--- src/rtl/pic_pkg.sv ---
// Shared encodings for the 8259A-style ICW/OCW command sequencer:
// FSM states, OCW2 command codes and command-byte bit positions.
package pic_pkg;

  typedef enum logic [2:0] {
    ST_IDLE      = 3'd0,
    ST_WAIT_ICW2 = 3'd1,
    ST_WAIT_ICW3 = 3'd2,
    ST_WAIT_ICW4 = 3'd3,
    ST_READY     = 3'd4
  } state_t;

  // OCW2 {R,SL,EOI} command codes
  localparam logic [2:0] ROT_AEOI_CLR = 3'b000;
  localparam logic [2:0] NS_EOI       = 3'b001;
  localparam logic [2:0] NOP          = 3'b010;
  localparam logic [2:0] SP_EOI       = 3'b011;
  localparam logic [2:0] ROT_AEOI_SET = 3'b100;
  localparam logic [2:0] ROT_NS_EOI   = 3'b101;
  localparam logic [2:0] SET_PRIO     = 3'b110;
  localparam logic [2:0] ROT_SP_EOI   = 3'b111;

  localparam int ICW1_IC4  = 0;
  localparam int ICW1_SNGL = 1;
  localparam int ICW1_LTIM = 3;
  localparam int ICW1_SEL  = 4;

  localparam int ICW4_AEOI = 1;
  localparam int ICW4_BUF0 = 2;
  localparam int ICW4_BUF1 = 3;
  localparam int ICW4_SFNM = 4;

  localparam int OCW_SEL3  = 3;
  localparam int OCW3_RIS  = 0;
  localparam int OCW3_RR   = 1;
  localparam int OCW3_P    = 2;
  localparam int OCW3_SMM  = 5;
  localparam int OCW3_ESMM = 6;

endpackage

--- src/rtl/icw_ocw_sequencer.sv ---
// Decodes CPU writes into the ICW1..ICW4 init sequence and OCW1..OCW3 commands.
// All outputs registered one clk after write_pulse; pulses last one cycle; no backpressure.
module icw_ocw_sequencer
  import pic_pkg::*;
#(
  parameter logic [4:0] RESET_VECTOR_BASE = 5'b00000
) (
  input  logic       clk,
  input  logic       reset_bar,
  input  logic       write_pulse,
  input  logic       A0,
  input  logic [7:0] internal_bus,
  output logic       init_done,
  output logic       init_clear,
  output logic       ltim,
  output logic       sngl,
  output logic [4:0] vector_base,
  output logic [7:0] cascade_cfg,
  output logic       aeoi,
  output logic [1:0] buf_ms,
  output logic       sfnm,
  output logic [7:0] imr,
  output logic       rotate_on_aeoi,
  output logic       ocw2_valid,
  output logic [2:0] ocw2_cmd,
  output logic [2:0] ocw2_level,
  output logic       read_isr_sel,
  output logic       special_mask,
  output logic       poll_pulse
);

  state_t r_state;
  logic   r_ic4;
  logic   w_icw1;

  assign w_icw1 = !A0 && internal_bus[ICW1_SEL];

  always_ff @(posedge clk) begin
    if (!reset_bar) begin
      r_state        <= ST_IDLE;
      r_ic4          <= 1'b0;
      init_done      <= 1'b0;
      init_clear     <= 1'b0;
      ltim           <= 1'b0;
      sngl           <= 1'b0;
      vector_base    <= RESET_VECTOR_BASE;
      cascade_cfg    <= 8'h00;
      aeoi           <= 1'b0;
      buf_ms         <= 2'b00;
      sfnm           <= 1'b0;
      imr            <= 8'hFF;
      rotate_on_aeoi <= 1'b0;
      ocw2_valid     <= 1'b0;
      ocw2_cmd       <= 3'b000;
      ocw2_level     <= 3'b000;
      read_isr_sel   <= 1'b0;
      special_mask   <= 1'b0;
      poll_pulse     <= 1'b0;
    end else begin
      init_clear <= 1'b0;
      ocw2_valid <= 1'b0;
      poll_pulse <= 1'b0;
      if (write_pulse) begin
        if (w_icw1) begin
          // ICW1 restarts the sequence from any state
          ltim           <= internal_bus[ICW1_LTIM];
          sngl           <= internal_bus[ICW1_SNGL];
          r_ic4          <= internal_bus[ICW1_IC4];
          imr            <= 8'h00;
          special_mask   <= 1'b0;
          read_isr_sel   <= 1'b0;
          rotate_on_aeoi <= 1'b0;
          if (!internal_bus[ICW1_IC4]) begin
            aeoi   <= 1'b0;
            sfnm   <= 1'b0;
            buf_ms <= 2'b00;
          end
          init_clear <= 1'b1;
          init_done  <= 1'b0;
          r_state    <= ST_WAIT_ICW2;
        end else begin
          case (r_state)
            ST_WAIT_ICW2: if (A0) begin
              vector_base <= internal_bus[7:3];
              if (!sngl) begin
                r_state <= ST_WAIT_ICW3;
              end else if (r_ic4) begin
                r_state <= ST_WAIT_ICW4;
              end else begin
                r_state   <= ST_READY;
                init_done <= 1'b1;
              end
            end
            ST_WAIT_ICW3: if (A0) begin
              cascade_cfg <= internal_bus;
              if (r_ic4) begin
                r_state <= ST_WAIT_ICW4;
              end else begin
                r_state   <= ST_READY;
                init_done <= 1'b1;
              end
            end
            ST_WAIT_ICW4: if (A0) begin
              sfnm      <= internal_bus[ICW4_SFNM];
              buf_ms    <= {internal_bus[ICW4_BUF1], internal_bus[ICW4_BUF0]};
              aeoi      <= internal_bus[ICW4_AEOI];
              r_state   <= ST_READY;
              init_done <= 1'b1;
            end
            ST_READY: begin
              if (A0) begin
                imr <= internal_bus;
              end else if (!internal_bus[OCW_SEL3]) begin
                ocw2_cmd   <= internal_bus[7:5];
                ocw2_level <= internal_bus[2:0];
                ocw2_valid <= 1'b1;
                if (internal_bus[7:5] == ROT_AEOI_SET) begin
                  rotate_on_aeoi <= 1'b1;
                end else if (internal_bus[7:5] == ROT_AEOI_CLR) begin
                  rotate_on_aeoi <= 1'b0;
                end
              end else begin
                if (internal_bus[OCW3_RR]) begin
                  read_isr_sel <= internal_bus[OCW3_RIS];
                end
                if (internal_bus[OCW3_ESMM]) begin
                  special_mask <= internal_bus[OCW3_SMM];
                end
                poll_pulse <= internal_bus[OCW3_P];
              end
            end
            default: begin
            end
          endcase
        end
      end
    end
  end

endmodule
--- config.mk ---
export PLATFORM = sky130hd
export DESIGN_NAME = icw_ocw_sequencer
export DESIGN_NICKNAME = d
export VERILOG_FILES = /design/src/rtl/pic_pkg.sv /design/src/rtl/icw_ocw_sequencer.sv
export SDC_FILE = /design/constraint.sdc
export NUM_CORES = 1
export LEC_CHECK = 0
export CORE_MARGIN = 2
export CORE_UTILIZATION = 46
export DETAILED_ROUTE_END_ITERATION = 8
export GPL_TIMING_DRIVEN = 0
export PLACE_DENSITY = 0.78
export RECOVER_POWER = 100
export SYNTH_ARGS = -nofsm -noshare
export SYNTH_HDL_FRONTEND = slang
export SYNTH_SLANG_ARGS = --single-unit
--- constraint.sdc ---
create_clock -name clk -period 1.8 [get_ports clk]
set_input_delay 0.18 -clock clk [delete_from_list [all_inputs] [get_ports clk]]
set_output_delay 0.18 -clock clk [all_outputs]
set_load 0.05 [all_outputs]
==> results.toml, run 1 <==
# generated from flow reports
[final_layout]
drive_gt1_share_pct = 7.60
post-route-util_pct = 66.3
fin_cells = 298

[logic_synthesis]
ys_top_cells_by_count = "dfxtp_1 (44), nor2_1 (27), nand2_1 (26)"
ys_top_cells_by_area = "dfxtp_1 (49%), mux2i_1 (9.0%), nor2_1 (5.7%), nand2_1 (5.5%), o211ai_1 (3.4%)"
yosysTopAreaCellShare_pct = 49.3

[power]
p_comb_share_pct = 11.3
p_switching_uw = 500

[grt]
busiest_layer = "met2"
grt_pass1_vias = 1463
grt_max_degree = 15

[setup_path]
start_kind = "flip-flop"

[timing]
post-route-period-util_pct = 95.1
report.final.slew_viol_count = 0

[floorplanning]
die_area_mm2 = 0.00440

[clock_tree]
postCtsSetupBuffers = 0
clockBufferDepth = 2
path_clk_slew_ps = 90

[run_status]
status = "finished clean"

[placed_design]
dp_hpwl_um = 2960
-- run 1: stage by stage --
| step | instance area, µm² | power (mW) |
|---|---|---|
| global placement | 2340 | 1.26 |
| global route | 2450 | 2.09 |
| floorplan | 1790 | 1.17 |
| finish | 2450 | 2.02 |
| CTS | 2460 | 2.04 |
| detailed placement | 2340 | 1.26 |
-- run 1: power groups by stage --
stage / Clock [mW] / Combinational, mW / Sequential [mW]
after floorplan: 0 / 0.0879 / 1.08
after global placement: 0 / 0.233 / 1.03
after detailed placement: 0 / 0.235 / 1.03
after CTS: 0.804 / 0.237 / 1.00
after global routing: 0.838 / 0.245 / 1.00
final: 0.793 / 0.228 / 1.00
-- run 1: area by class of cell --
type | count | share of cell area (%)
Buffer | 12 | 2.20
Clock buffer | 6 | 3.38
Clock inverter | 2 | 1.59
Inverter | 6 | 0.921
Multi-Input combinational cell | 131 | 33.4
Sequential cell | 44 | 36.0
Tap cell | 48 | 2.46
Timing Repair Buffer | 49 | 20.1
-- run 1: path summary, 6_finish.rpt --
kind         cells after the start       startpoint  slack (ps)              to
min reg2reg                      2      ocw2_cmd[0]         460     ocw2_cmd[0]
max                              1   vector_base[4]          90  vector_base[4]
min                              3  internal_bus[6]         310     ocw2_cmd[1]
max reg2reg                      5       r_state[0]         180          imr[0]
-- run 1: cell usage in the layout (no fill, tap or decap), types with 2 or more instances in the layout --
cell	instances
buf_2	2
a32o_1	4
dlygate4sd3_1	41
o211ai_1	8
clkbuf_1	7
o21ai_1	2
dfxtp_1	44
a21oi_1	3
a21o_1	2
nand2_1	26
and3_1	2
clkdlybuf4s50_1	8
o21ai_0	5
clkbuf_8	6
clkbuf_2	2
o22ai_1	2
nand2b_1	2
mux2i_1	16
nand3_1	9
nor2_1	27
inv_1	6
Run 1, placement by cell class:
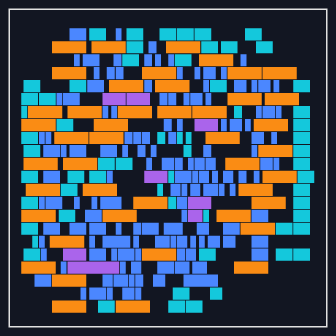
legend:
  sequential cells:
    color: orange
    cells: 44
    share_of_their_area: 37%
  clock drivers and dummy loads:
    color: purple
    cells: 8
    share_of_their_area: 5.1%
  remaining logic cells:
    color: blue
    cells: 137
    share_of_their_area: 35%
  remaining buffers and delay cells:
    color: cyan
    cells: 61
    share_of_their_area: 23%

Run 1, signal metal coverage by tile:
13 x 13 tiles, from dark blue (low) to red (high), scaled to the fullest tile. Values are wire area over tile area, all layers added.
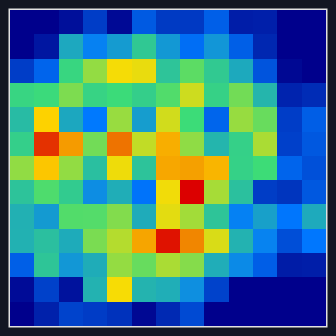
nearly empty tiles: 12%
mean over tiles: 0.16
densest ninth of the die: center
fullest tile: 0.43
emptiest ninth of the die: south-east
tiles over half the peak: 29%
Post-Route WL: 4250 µm
GRT Total Usage: 20.9%
wire per inst: 14.3 µm

Run 1, clock nets:
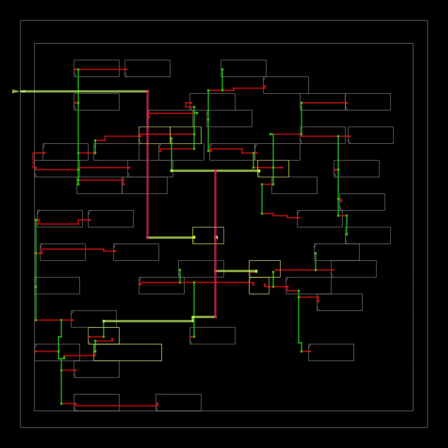
worst clock skew: 7.73 ps
Num CTS Buffers: 5

Run 1, clock network drawn from the DEF:
Bar = 20 µm.
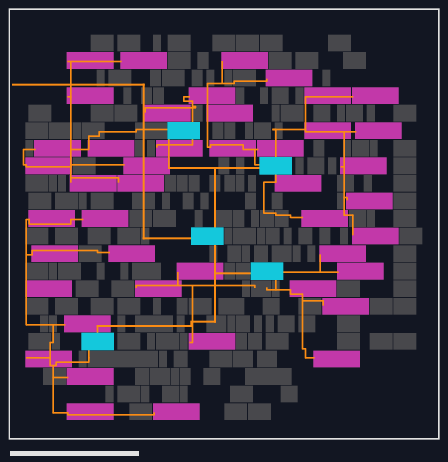

==> run 2: changes to the inputs <==
--- a/config.mk
+++ b/config.mk
@@ -7,10 +7,13 @@
 export LEC_CHECK = 0
 export CORE_MARGIN = 2
 export CORE_UTILIZATION = 46
+export CTS_CLUSTER_SIZE = 24
 export DETAILED_ROUTE_END_ITERATION = 8
 export GPL_TIMING_DRIVEN = 0
 export PLACE_DENSITY = 0.78
 export RECOVER_POWER = 100
+export REMOVE_ABC_BUFFERS = 1
 export SYNTH_ARGS = -nofsm -noshare
 export SYNTH_HDL_FRONTEND = slang
 export SYNTH_SLANG_ARGS = --single-unit
+export TNS_END_PERCENT = 10
Run 2, clock network drawn from the DEF:
Bar = 20 µm.
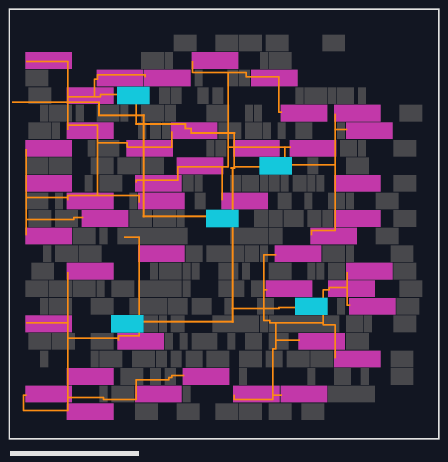
legend:
  clock wires:
    color: orange
    length: 505 µm
  flip-flops:
    color: magenta
    count: 44
  clock-net drivers:
    color: cyan
    count: 5
routed clock nets: 6
flops lie: widely spread

==> run 2 against run 1 <==
Against the previous run:
- die size unchanged
- design area up 0.51%
- maximum frequency increased by 0.17%
- via count is 3.4% lower
- sequential cell count is the same
- first-iteration DRC count down 9.6%
- global-route usage down 1.1 points
- sequential share of layout area down 0.18 points
- utilization rose by 0.34 points
==> results.toml, run 2 <==
# generated from flow reports
[final_layout]
drive_gt1_share_pct = 6.67
post-route-util_pct = 66.7
antennaDiodeCount = 0
fin_cells = 288
final_common_cell = "clkdlybuf4s50_1"
layout_top_cells = "clkdlybuf4s50_1 (50), dfxtp_1 (44), nor2_1 (27), nand2_1 (26), mux2i_1 (16)"

[placed_design]
dp_hpwl_um = 2690
placed_cell_area_mm2 = 0.00230
dpl_worst_slack_ps = -731

[routing]
drt-wirelength-per-cell_um = 13.7
via_count = 1520
drt-total-wl_um = 3940
viasPerCell = 5.28

[logic_synthesis]
ys_top_cells_by_count = "dfxtp_1 (44), nor2_1 (27), nand2_1 (26)"
ys_cells = 193
ys_top_cells_by_area = "dfxtp_1 (49%), mux2i_1 (9.0%), nor2_1 (5.7%), nand2_1 (5.5%), o211ai_1 (3.4%)"
yosysTopAreaCellShare_pct = 49.3
yosysUniqueCellTypes = 41
yosysMostFrequentCell = "dfxtp_1"
synth_area_mm2 = 0.00179

[clock_tree]
clock-root-buffer = "clkbuf_8"
clockBufferDepth = 2
path_clk_slew_ps = 80
cts_buffers = 5

[hold_path]
worstHoldStart = "ocw2_cmd[0]"
holdPathStages = 2

[setup_path]
reg2reg_setup_slack_ps = 230
r2r_cells = 4
r2r_start = "r_state[0]"
r2r-end = "rotate_on_aeoi"
start_kind = "flip-flop"

[timing]
report.final.slew_viol_count = 0
post-route-period-util_pct = 94.9

[run_status]
status = "finished clean"

[power]
p_comb_share_pct = 10.8
internal_power_mw = 1.62
power.total_mw = 2.11

[floorplanning]
die_area_mm2 = 0.00440

[grt]
antenna_found_initial = 0
grt_pass1_vias = 1321
Run 2, placement by cell class:
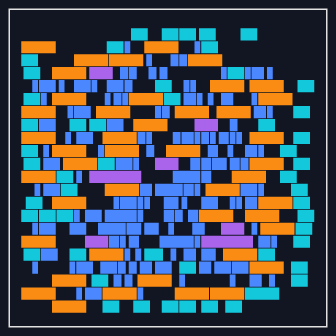
legend:
  sequential cells:
    color: orange
    cells: 44
    share_of_their_area: 37%
  remaining buffers and delay cells:
    color: cyan
    cells: 52
    share_of_their_area: 22%
  remaining logic cells:
    color: blue
    cells: 137
    share_of_their_area: 36%
  clock drivers and dummy loads:
    color: purple
    cells: 7
    share_of_their_area: 5.4%
core area: 0.00369 mm²
post-route cell area: 0.00246 mm²
Rows: 22

==> run 2: layout make-up <==
class | instances | area share [%]
inverters | 6 | 0.916
multi-input cells | 131 | 33.9
clock inverters | 2 | 2.44
well taps | 48 | 2.44
clock buffers | 5 | 2.80
flip-flops and latches | 44 | 35.8
repair buffers | 52 | 21.6
==> run 2: worst max path at each step <==
| stage | slack, ps | cells after the start | start | end |
|---|---|---|---|---|
| CTS | -20 | 5 | internal_bus[4] | rotate_on_aeoi |
| global placement | -680 | 3 | reset_bar | ocw2_valid |
| detailed placement | -730 | 3 | reset_bar | ocw2_valid |
| global route | -20 | 5 | A0 | cascade_cfg[1] |
| floorplan | 330 | 4 | r_state[0] | rotate_on_aeoi |
| finish | 90 | 1 | sngl | sngl |
==> run 2: power groups by stage <==
stage          Sequential, mW  Combinational (mW)  Clock (mW)
6_report                 1.01               0.227       0.872
3_5_place_dp             1.03               0.224           0
5_1_grt                  1.01               0.244       0.934
4_1_cts                  1.01               0.224       0.892
2_1_floorplan            1.09              0.0660           0
3_3_place_gp             1.03               0.222           0
==> run 2: cells by family after synthesis <==
| kind of cell | synth area share [%] |
|---|---|
| flip-flops | 49.3 |
| AND/OR/NAND/NOR | 23.6 |
| multiplexers | 8.97 |
| AND-OR/OR-AND | 13.8 |
| buffers and inverters | 4.28 |
==> run 2: metal layers <==
layer,part of all wire (%),GRT usage [%],vias to the layer above
li1,-,-,763
met4,0.99,6.12,0
met1,48,26.7,705
met2,44,29.3,46
met3,6.7,7.16,6
met5,0,0,-
==> run 2: timing repair <==
action | in CTS | in global routing
endpoints found under the setup margin | 21 | 16
pin swaps | 1 | 0
buffers inserted | 0 | 1
gates resized | 3 | 1
No activity file was given, so power comes from the tool's default toggle rates.
